===== config.mk =====
export PLATFORM = sky130hd
export DESIGN_NAME = serial_word_collector_flat
export DESIGN_NICKNAME = d
export VERILOG_FILES = /design/src/rtl/serial_pkg.sv /design/src/rtl/serial_word_collector_if.sv /design/src/rtl/swc_bit_counter.sv /design/src/rtl/serial_word_collector.sv /design/src/flat_wrapper.sv
export SDC_FILE = /design/constraint.sdc
export NUM_CORES = 1
export LEC_CHECK = 0
export CORE_MARGIN = 2
export CORE_UTILIZATION = 29
export DETAILED_ROUTE_END_ITERATION = 12
export SYNTH_ARGS = -nofsm -noshare
export SYNTH_HDL_FRONTEND = slang
export SYNTH_SLANG_ARGS = --single-unit

===== constraint.sdc =====
create_clock -name clk -period 4.1 [get_ports clk]
set_input_delay 0.41 -clock clk [delete_from_list [all_inputs] [get_ports clk]]
set_output_delay 0.41 -clock clk [all_outputs]
set_load 0.05 [all_outputs]

===== src/rtl/serial_pkg.sv =====
// Shared definitions for the serial data path blocks.
// Holds the collector FSM state encoding so that neighbouring serial
// stages decode the same values.
package serial_pkg;

  localparam logic IDLE  = 1'b0;
  localparam logic SHIFT = 1'b1;

  typedef enum logic {
    ST_IDLE  = IDLE,
    ST_SHIFT = SHIFT
  } serial_state_e;

endpackage


===== src/rtl/serial_word_collector_if.sv =====
// Bundle of the serial input side and the parallel valid/ready output side
// of the serial word collector.
interface serial_word_collector_if #(
  parameter int WIDTH = 8
);

  logic             bit_in;
  logic             bit_valid;
  logic             sof;
  logic [WIDTH-1:0] word_out;
  logic             word_valid;
  logic             word_ready;
  logic             busy;
  logic             frame_err;
  logic             overrun;

  // Collector side: consumes bits, produces words.
  modport slave (
    input  bit_in, bit_valid, sof, word_ready,
    output word_out, word_valid, busy, frame_err, overrun
  );

  // Environment side: drives bits, consumes words.
  modport master (
    output bit_in, bit_valid, sof, word_ready,
    input  word_out, word_valid, busy, frame_err, overrun
  );

endinterface


===== src/rtl/swc_bit_counter.sv =====
// Bit position counter for the serial word collector.
// Counts accepted bits of the current word; terminal flags the bit that
// completes a word (the increment that would reach WIDTH, or a fresh
// start-of-word when a word is only one bit long). The count never
// reaches WIDTH because completion clears it in the same cycle.
module swc_bit_counter #(
  parameter int WIDTH = 8
) (
  input  logic clk,
  input  logic rstn,
  input  logic load_one,
  input  logic inc,
  input  logic clr,
  output logic terminal
);

  localparam int CW = $clog2(WIDTH + 1);

  logic [CW-1:0] count_r;

  // Count register: clear has priority, then restart at one, then increment.
  always_ff @(posedge clk or negedge rstn) begin
    if (!rstn) begin
      count_r <= {CW{1'b0}};
    end else if (clr) begin
      count_r <= {CW{1'b0}};
    end else if (load_one) begin
      count_r <= CW'(1);
    end else if (inc) begin
      count_r <= count_r + CW'(1);
    end else begin
      count_r <= count_r;
    end
  end

  // Terminal detect for the bit that brings the count to WIDTH.
  always_comb begin
    terminal = 1'b0;
    if (inc && (count_r == CW'(WIDTH - 1))) begin
      terminal = 1'b1;
    end else if (load_one && (WIDTH == 1)) begin
      terminal = 1'b1;
    end else begin
      terminal = 1'b0;
    end
  end

endmodule


===== src/rtl/serial_word_collector.sv =====
// Serial-to-parallel word collector.
// Aligns an LSB-first bit stream on the start-of-word marker, assembles
// WIDTH-bit words and hands them out on a valid/ready register, flagging
// aborted partial words (frame_err) and dropped complete words (overrun).
module serial_word_collector
  import serial_pkg::*;
#(
  parameter int WIDTH = 8
) (
  input  logic                    clk,
  input  logic                    rstn,
  serial_word_collector_if.slave  bus
);

  serial_state_e    state_r;
  logic [WIDTH-1:0] shreg_r;
  logic [WIDTH-1:0] shreg_next_s;
  logic [WIDTH-1:0] word_out_r;
  logic             word_valid_r;
  logic             busy_r;
  logic             frame_err_r;
  logic             overrun_r;
  logic             start_s;
  logic             inc_s;
  logic             complete_s;

  // Classify the incoming bit: start of a new word or continuation.
  always_comb begin
    start_s = bus.bit_valid & bus.sof;
    inc_s   = bus.bit_valid & ~bus.sof & (state_r == ST_SHIFT);
  end

  swc_bit_counter #(
    .WIDTH (WIDTH)
  ) u_bit_counter (
    .clk      (clk),
    .rstn     (rstn),
    .load_one (start_s),
    .inc      (inc_s),
    .clr      (complete_s),
    .terminal (complete_s)
  );

  // Next shift register value: new bit enters at the MSB, so the first bit
  // ends up at bit 0 once WIDTH bits are in; a start drops the partial word.
  always_comb begin
    shreg_next_s = shreg_r;
    if (start_s) begin
      shreg_next_s = WIDTH'(bus.bit_in) << (WIDTH - 1);
    end else begin
      shreg_next_s = (shreg_r >> 1) | (WIDTH'(bus.bit_in) << (WIDTH - 1));
    end
  end

  // Shift register update on every accepted bit of a word.
  always_ff @(posedge clk or negedge rstn) begin
    if (!rstn) begin
      shreg_r <= {WIDTH{1'b0}};
    end else if (start_s || inc_s) begin
      shreg_r <= shreg_next_s;
    end else begin
      shreg_r <= shreg_r;
    end
  end

  // Collector FSM with registered busy and one-cycle frame error pulse.
  always_ff @(posedge clk or negedge rstn) begin
    if (!rstn) begin
      state_r     <= ST_IDLE;
      busy_r      <= 1'b0;
      frame_err_r <= 1'b0;
    end else begin
      case (state_r)
        ST_IDLE: begin
          frame_err_r <= 1'b0;
          if (start_s && !complete_s) begin
            state_r <= ST_SHIFT;
            busy_r  <= 1'b1;
          end else begin
            state_r <= ST_IDLE;
            busy_r  <= 1'b0;
          end
        end
        ST_SHIFT: begin
          frame_err_r <= start_s;
          if (complete_s) begin
            state_r <= ST_IDLE;
            busy_r  <= 1'b0;
          end else begin
            state_r <= ST_SHIFT;
            busy_r  <= 1'b1;
          end
        end
        default: begin
          state_r     <= ST_IDLE;
          busy_r      <= 1'b0;
          frame_err_r <= 1'b0;
        end
      endcase
    end
  end

  // Output holding register: load on completion when free or being
  // consumed, otherwise drop the new word and record the overrun.
  always_ff @(posedge clk or negedge rstn) begin
    if (!rstn) begin
      word_out_r   <= {WIDTH{1'b0}};
      word_valid_r <= 1'b0;
      overrun_r    <= 1'b0;
    end else if (complete_s) begin
      if (!word_valid_r || bus.word_ready) begin
        word_out_r   <= shreg_next_s;
        word_valid_r <= 1'b1;
      end else begin
        overrun_r    <= 1'b1;
      end
    end else if (word_valid_r && bus.word_ready) begin
      word_valid_r <= 1'b0;
    end else begin
      word_valid_r <= word_valid_r;
    end
  end

  assign bus.word_out   = word_out_r;
  assign bus.word_valid = word_valid_r;
  assign bus.busy       = busy_r;
  assign bus.frame_err  = frame_err_r;
  assign bus.overrun    = overrun_r;

endmodule

===== src/flat_wrapper.sv =====
// flat-port wrapper written by rule: the top's interface ports become plain ports
module serial_word_collector_flat import serial_pkg::*;
#(
  parameter int WIDTH = 8
)
  (clk, rstn, bus_bit_in, bus_bit_valid, bus_sof, bus_word_ready, bus_word_out, bus_word_valid, bus_busy, bus_frame_err, bus_overrun);
  serial_word_collector_if #(.WIDTH(WIDTH)) bus_i ();
  input  logic clk;
  input  logic rstn;
  input wire logic [$bits(bus_i.bit_in)-1:0] bus_bit_in;
  input wire logic [$bits(bus_i.bit_valid)-1:0] bus_bit_valid;
  input wire logic [$bits(bus_i.sof)-1:0] bus_sof;
  input wire logic [$bits(bus_i.word_ready)-1:0] bus_word_ready;
  output wire logic [$bits(bus_i.word_out)-1:0] bus_word_out;
  output wire logic [$bits(bus_i.word_valid)-1:0] bus_word_valid;
  output wire logic [$bits(bus_i.busy)-1:0] bus_busy;
  output wire logic [$bits(bus_i.frame_err)-1:0] bus_frame_err;
  output wire logic [$bits(bus_i.overrun)-1:0] bus_overrun;
  assign bus_i.bit_in = bus_bit_in;
  assign bus_i.bit_valid = bus_bit_valid;
  assign bus_i.sof = bus_sof;
  assign bus_i.word_ready = bus_word_ready;
  assign bus_word_out = bus_i.word_out;
  assign bus_word_valid = bus_i.word_valid;
  assign bus_busy = bus_i.busy;
  assign bus_frame_err = bus_i.frame_err;
  assign bus_overrun = bus_i.overrun;
  serial_word_collector #(.WIDTH(WIDTH)) u_core (.clk(clk), .rstn(rstn), .bus(bus_i));
endmodule

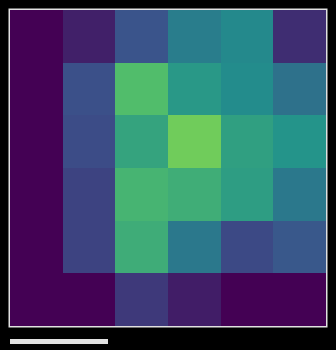
**Above:** cell density map.
Scale bar: 20 um. 6 x 6 tiles, from dark purple (low) to yellow (high), 0 to 100% covered.
- densest ninth of the die: center
- mean over tiles: 30%
- emptiest ninth of the die: south-west
- tiles over 75% full: 2.8%
- nearly empty tiles: 25%
- fullest tile: 78%

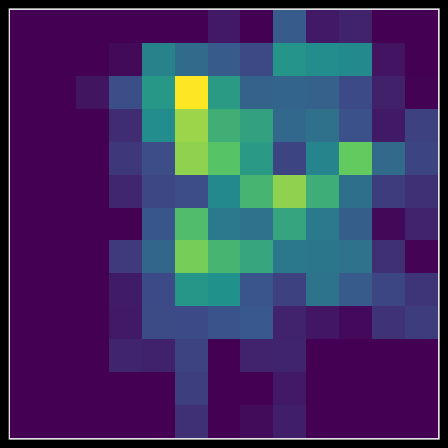
**Above:** signal metal coverage by tile.
13 x 13 tiles, from dark purple (low) to yellow (high), scaled to the fullest tile. Values are wire area over tile area, all layers added.
- densest ninth of the die: center
- emptiest ninth of the die: south-west
- nearly empty tiles: 40%
- mean over tiles: 0.071
post-detailed-route wirelength per cell: 12.27 um
total via count in the routed design: 736

==> COMMIT_EDITMSG <==
Log flow metrics for this revision

- The layout stage reports a final design area of 1303 sq um.
* Total negative setup slack: 0 ns
* Top metal layer carrying routed signals: met3
- Crit Path Category: flop to primary output
* Die H: 64.45 um
- H-tree levels: 1
* Post-layout period usage of the worst path: 55.44%
- In this run the worst setup path terminates at bus_busy.
- CP Buf/Inv Count: 1
- The tightest min-delay check is of the flop to flop type.
- After synthesis, the share of flip-flops with an asynchronous set or reset is 100.0%.
- Top area cell types: dfrtp_1 (54%), mux2i_1 (6.6%), o2bb2ai_1 (5.0%)
* Warnings, synthesis: 0
* DR iter-0 viols: 30
- Counting tap cells, the placed design contains a total of 156 instances.
- Looking at the max-slew report, the worst-margin pin has a slew of 1.006 ns.
- Cell at the root of the clock tree: clkbuf_4
* Worst IR Drop VDD: 101.6 uV
- Cell Chain, Critical Path: clkdlybuf4s50_1
- Per the run report, area growth between synthesis and finish was 22.90%.
- In the CTS report, the clock slew at the register clock pins of the worst setup and hold paths is listed as 0.12 ns.
* Post-synthesis sequential area ratio: 54.31%
* Number of antenna violations at the first check in global routing: 0
* Instance count of the mapped netlist: 96
- RSZ-0062 raised after global routing: false
- The chip occupies 4154 sq um.
* Time the worst path needs with I/O delays and setup: 2.273 ns
* Clock tree from TritonCTS: done
- Number of global-route vias before repair: 744
- After detailed routing, the wire length on met1 is 936 um.
- Hold path startpoint: u_core.bus.overrun
- Per the post-place timing report, worst setup slack is 1.733 ns.
* Row count: 21
- Post-CTS repair ended up resizing 0 cells.
* Critical-path top delay cell: clkdlybuf4s50_1
- The final hold violation count recorded for this run is 0.
* Placed instance area: 1276 sq um
* Run status: completed
- Buffers placed on the I/O ports in this run total 17.
* Critical path endpoint category: primary output
* Launch point of the critical path: u_core.state_r
* Area share, top type: 54.31%
* Top logic cells by instance count in the layout: dfrtp_1 (23), clkdlybuf4s50_1 (17), nand2_1 (10)
- Final ANT Viol Nets: 0
- Synth flops: 23
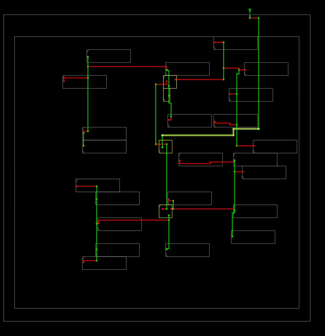
**Above:** clock wiring as the flow saved it.
clock network power consumption: 0.102 mW
number of sequential storage elements: 23
Clock Buffer Count: 4
worst clock skew on the final layout: 0.004353 ns
# clock sinks: 23

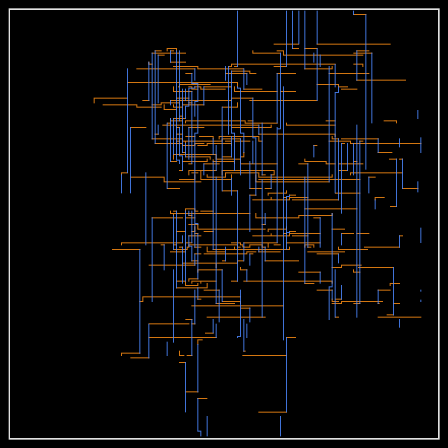
**Above:** metal layers overlaid.
Two of the layers only.
- M1: orange (wire length 936 um)
- M2: blue (wire length 982 um)
routed wire length: 1.963 mm
overall fraction of global-route tracks in use: 10.65%

-- cell families after synthesis --
family | after synthesis | synth area share [%]
DFF | 23 | 54.31
buffers and inverters | 11 | 3.896
and+or+nand+nor | 31 | 17.95
AOI/OAI and AO/OA | 21 | 13.58
adders and majority gates | 1 | 1.180
muxes | 9 | 9.091
-- Yosys cell counts (2+ instances only) --
cell / n
nand2_1: 10
o2bb2ai_1: 6
clkbuf_1: 3
nor2b_1: 8
dfrtp_1: 23
mux2i_1: 7
nand3b_1: 2
inv_1: 8
a21oi_1: 8
o21ai_0: 3
-- stage by stage --
step / power (mW) / util (%)
2_1_floorplan: 0.4406 / -
3_3_place_gp: 0.5155 / 37.36
3_5_place_dp: 0.5185 / 37.36
4_1_cts: 0.6261 / 38.13
5_1_grt: 0.6519 / 38.13
6_report: 0.6126 / 38.13
-- sequential cells by signal, summed over array words and instances (netlist names) --
| signal | cells |
|---|---|
| u_core.bus.frame_err | 1 |
| u_core.bus.overrun | 1 |
| u_core.bus.word_out | 8 |
| u_core.bus.word_valid | 1 |
| u_core.shreg_r | 7 |
| u_core.state_r | 1 |
| u_core.u_bit_counter.count_r | 4 |
-- layout make-up --
cell class	instances	area (sq um)
clock buffers	4	26.28
fillers	353	2113
inverters	8	30.03
multi-input cells	62	442.9
flip-flops and latches	23	575.6
well taps	46	57.56
repair buffers	17	170.2
-- worst register-to-register path, stage by stage, from the launching register on --
cell and delay (ns):
dfrtp_1 0.40, ha_1 0.23, nand3b_1 0.23, nor4_4 0.67
mux2_4 0.35
-- power breakdown --
group | total, mW | switching [mW] | internal (mW)
clock network | 0.102 | 0.0636 | 0.0379
registers | 0.291 | 0.0256 | 0.266
logic | 0.220 | 0.140 | 0.0795
total | 0.613 | 0.230 | 0.383
No activity file was given, so power comes from the tool's default toggle rates.
